## config.mk

```make
export PLATFORM = sky130hd
export DESIGN_NAME = beta_useq
export DESIGN_NICKNAME = d
export VERILOG_FILES = /design/src/rtl/beta_useq.sv
export SDC_FILE = /design/constraint.sdc
export NUM_CORES = 1
export LEC_CHECK = 0
export CORE_ASPECT_RATIO = 1.1
export CORE_MARGIN = 8
export CORE_UTILIZATION = 43
export DETAILED_ROUTE_END_ITERATION = 16
export PLACE_DENSITY = 0.81
export SLEW_MARGIN = 40
export SYNTH_ARGS = -nofsm -noshare
export SYNTH_HDL_FRONTEND = slang
export SYNTH_SLANG_ARGS = --single-unit
```

## constraint.sdc

```tcl
create_clock -name clk_i -period 2.2 [get_ports clk_i]
set_input_delay 0.55 -clock clk_i [delete_from_list [all_inputs] [get_ports clk_i]]
set_output_delay 0.55 -clock clk_i [all_outputs]
set_load 0.05 [all_outputs]
```

## src/rtl/beta_useq.sv

```systemverilog
`default_nettype none
// ============================================================================
// Module   : beta_useq
// Brief    : Multi-cycle micro-sequencer: fetch into IR, step micro-program,
//            own the PC and latch a sticky trap on illegal conditions.
// Revision : 1.0
// ============================================================================
module beta_useq #(
    parameter int unsigned          XLEN     = 32,
    parameter int unsigned          USTEP_W  = 4,
    parameter logic [XLEN-1:0]      RESET_PC = '0
) (
    input  logic                    clk_i,
    input  logic                    rstn_i,
    output logic                    imem_req_o,
    output logic [XLEN-1:0]         imem_addr_o,
    input  logic                    imem_gnt_i,
    input  logic                    imem_rvalid_i,
    input  logic [XLEN-1:0]         imem_rdata_i,
    output logic [XLEN-1:0]         ir_o,
    output logic [XLEN-1:0]         pc_o,
    input  logic [8:0]              cu_addr_i,
    input  logic                    invalid_i,
    output logic [9+USTEP_W-1:0]    urom_addr_o,
    output logic                    exec_o,
    input  logic                    uw_last_i,
    input  logic                    uw_mem_i,
    input  logic                    dmem_done_i,
    input  logic                    pc_load_i,
    input  logic [XLEN-1:0]         pc_target_i,
    output logic                    trap_o,
    output logic [1:0]              trap_cause_o
);

    typedef enum logic [2:0] {
        S_IDLE   = 3'd0,
        S_FETCH  = 3'd1,
        S_FWAIT  = 3'd2,
        S_DECODE = 3'd3,
        S_EXEC   = 3'd4,
        S_TRAP   = 3'd5
    } state_t;

    localparam logic [XLEN-1:0] C_NOP          = XLEN'(32'h0000_0013);
    localparam logic [1:0]      C_CAUSE_NONE   = 2'd0;
    localparam logic [1:0]      C_CAUSE_ILL    = 2'd1;
    localparam logic [1:0]      C_CAUSE_ALIGN  = 2'd2;
    localparam logic [1:0]      C_CAUSE_RUNAWY = 2'd3;

    state_t                 r_state;
    logic [XLEN-1:0]        r_pc;
    logic [XLEN-1:0]        r_ir;
    logic [8:0]             r_cu_addr;
    logic [USTEP_W-1:0]     r_ustep;
    logic [1:0]             r_cause;

    state_t                 w_state_nxt;
    logic [XLEN-1:0]        w_pc_nxt;
    logic [XLEN-1:0]        w_ir_nxt;
    logic [8:0]             w_cu_addr_nxt;
    logic [USTEP_W-1:0]     w_ustep_nxt;
    logic [1:0]             w_cause_nxt;

    logic                   w_stall;
    logic                   w_misalign;
    logic                   w_ustep_max;
    logic [XLEN-1:0]        w_pc_plus4;

    assign w_stall     = uw_mem_i & ~dmem_done_i;
    assign w_misalign  = pc_load_i & (pc_target_i[1:0] != 2'b00);
    assign w_ustep_max = (r_ustep == {USTEP_W{1'b1}});
    assign w_pc_plus4  = r_pc + XLEN'(4);

    always_comb begin
        w_state_nxt   = r_state;
        w_pc_nxt      = r_pc;
        w_ir_nxt      = r_ir;
        w_cu_addr_nxt = r_cu_addr;
        w_ustep_nxt   = r_ustep;
        w_cause_nxt   = r_cause;
        case (r_state)
            S_IDLE: begin
                w_state_nxt = S_FETCH;
            end
            S_FETCH: begin
                if (imem_gnt_i) begin
                    w_state_nxt = S_FWAIT;
                end
            end
            S_FWAIT: begin
                if (imem_rvalid_i) begin
                    w_ir_nxt    = imem_rdata_i;
                    w_state_nxt = S_DECODE;
                end
            end
            S_DECODE: begin
                w_cu_addr_nxt = cu_addr_i;
                w_ustep_nxt   = '0;
                if (invalid_i) begin
                    w_cause_nxt = C_CAUSE_ILL;
                    w_state_nxt = S_TRAP;
                end else begin
                    w_state_nxt = S_EXEC;
                end
            end
            S_EXEC: begin
                // A stalled micro-word neither advances nor retires, even if last.
                if (!w_stall) begin
                    if (uw_last_i) begin
                        if (w_misalign) begin
                            w_cause_nxt = C_CAUSE_ALIGN;
                            w_state_nxt = S_TRAP;
                        end else begin
                            w_pc_nxt    = pc_load_i ? pc_target_i : w_pc_plus4;
                            w_state_nxt = S_FETCH;
                        end
                    end else if (w_ustep_max) begin
                        w_cause_nxt = C_CAUSE_RUNAWY;
                        w_state_nxt = S_TRAP;
                    end else begin
                        w_ustep_nxt = r_ustep + USTEP_W'(1);
                    end
                end
            end
            S_TRAP: begin
                w_state_nxt = S_TRAP;
            end
            default: begin
                w_state_nxt = S_IDLE;
            end
        endcase
    end

    always_ff @(posedge clk_i or negedge rstn_i) begin
        if (!rstn_i) begin
            r_state   <= S_IDLE;
            r_pc      <= RESET_PC;
            r_ir      <= C_NOP;
            r_cu_addr <= '0;
            r_ustep   <= '0;
            r_cause   <= C_CAUSE_NONE;
        end else begin
            r_state   <= w_state_nxt;
            r_pc      <= w_pc_nxt;
            r_ir      <= w_ir_nxt;
            r_cu_addr <= w_cu_addr_nxt;
            r_ustep   <= w_ustep_nxt;
            r_cause   <= w_cause_nxt;
        end
    end

    assign imem_req_o   = (r_state == S_FETCH);
    assign imem_addr_o  = r_pc;
    assign ir_o         = r_ir;
    assign pc_o         = r_pc;
    assign urom_addr_o  = {r_cu_addr, r_ustep};
    assign exec_o       = (r_state == S_EXEC);
    assign trap_o       = (r_state == S_TRAP);
    assign trap_cause_o = r_cause;

endmodule
`default_nettype wire

```

==> ci_impl_report.md <==
## PnR job results

| Metric | Value |
|---|---|
| Status | completed |
| Root Buffer | clkbuf_16 |
| Startpoint types | register |
| Initial antenna violation count | 0 |
| Adder and majority gate portion of the synthesized area | 0.5451% |
| Hold_buf cts | 0 |
| Row Count | 39 |
| Fmax | 0.4630 GHz |
| Top Metal Used | met4 |
| Final hold vios | 0 |
| H-tree levels | 3 |
| Gr busiest metal | met2 |
| CP required | 1.65 ns |
| Final Critical Period | 2.160 ns |
| Dpl hpwl | 11.48 mm |
| Post-Syn Instances | 447 |
| Sequential standard cell area | 0.002057 mm^2 |
| Hold/Removal Path Class | primary input to async pin |
| Sequential group power | 2.47 mW |
| Setup violations, final | 0 |
| Switching portion of total power | 47.60% |
| Die footprint | 0.01424 mm^2 |
| Worst Setup SP | imem_addr_o[15] |
## layout make-up
cell class / instances / area share, %
timing repair buffer: 230 / 31.04
sequential: 82 / 30.03
tap: 143 / 2.612
inverter: 4 / 0.2192
clock inverter: 7 / 1.224
clock buffer: 9 / 3.288
multi-input combinational: 299 / 31.59
## worst min-delay path by stage
stage / start / to / slack (ns) / cells after the start
2_1_floorplan: rstn_i / imem_addr_o[0] / 0.25 / 0
3_3_place_gp: r_cu_addr[5] / r_cu_addr[5] / 0.46 / 2
3_5_place_dp: r_cu_addr[7] / r_cu_addr[7] / 0.47 / 2
4_1_cts: rstn_i / imem_addr_o[2] / 0.18 / 1
5_1_grt: rstn_i / imem_addr_o[2] / 0.20 / 1
6_report: rstn_i / imem_addr_o[29] / 0.16 / 1
m1.png
The bar under the picture is 20 um long.
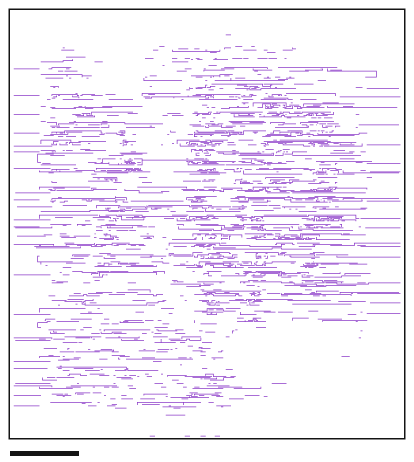
wire length on this layer: 5,620 um
share of all routed wire: 37%
main direction: horizontal
nets with wire on the layer: 619
longest straight run: 21.2 um
met1 Usage GRT: 22.66%
total number of vias: 4,251

m2.png
The bar under the picture is 20 um long. Cells faint in the background.
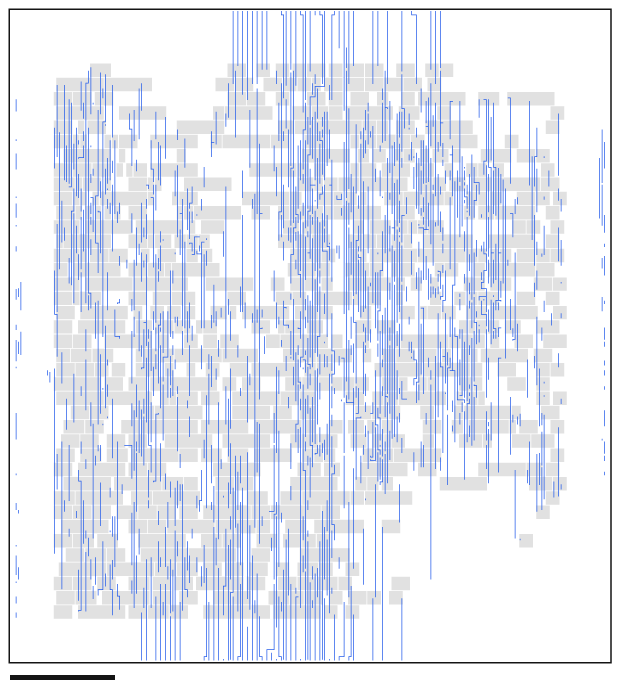
wire length on this layer: 7,410 um
longest straight run: 63.6 um
share of all routed wire: 49%
nets with wire on the layer: 623
main direction: vertical
final WL: 15.19 mm
grt met2 use: 34.19%

m3.png
The bar under the picture is 20 um long. Cells faint in the background.
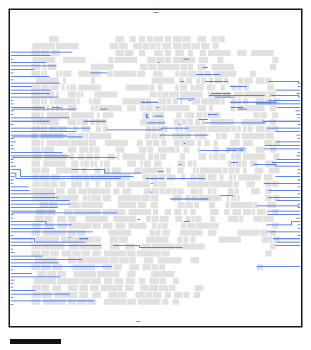
main direction: horizontal
longest straight run: 44.4 um
wire length on this layer: 1,810 um
nets with wire on the layer: 156
share of all routed wire: 12%

m4.png
The bar under the picture is 20 um long.
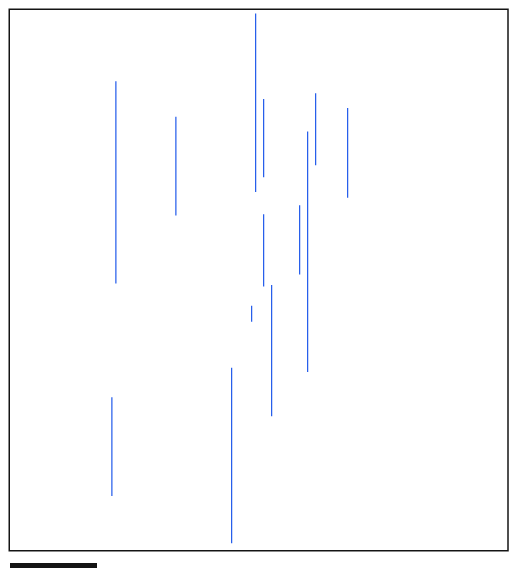
nets with wire on the layer: 11
share of all routed wire: 2.3%

Power figures rest on the tool's default switching activity, not on a simulated workload.
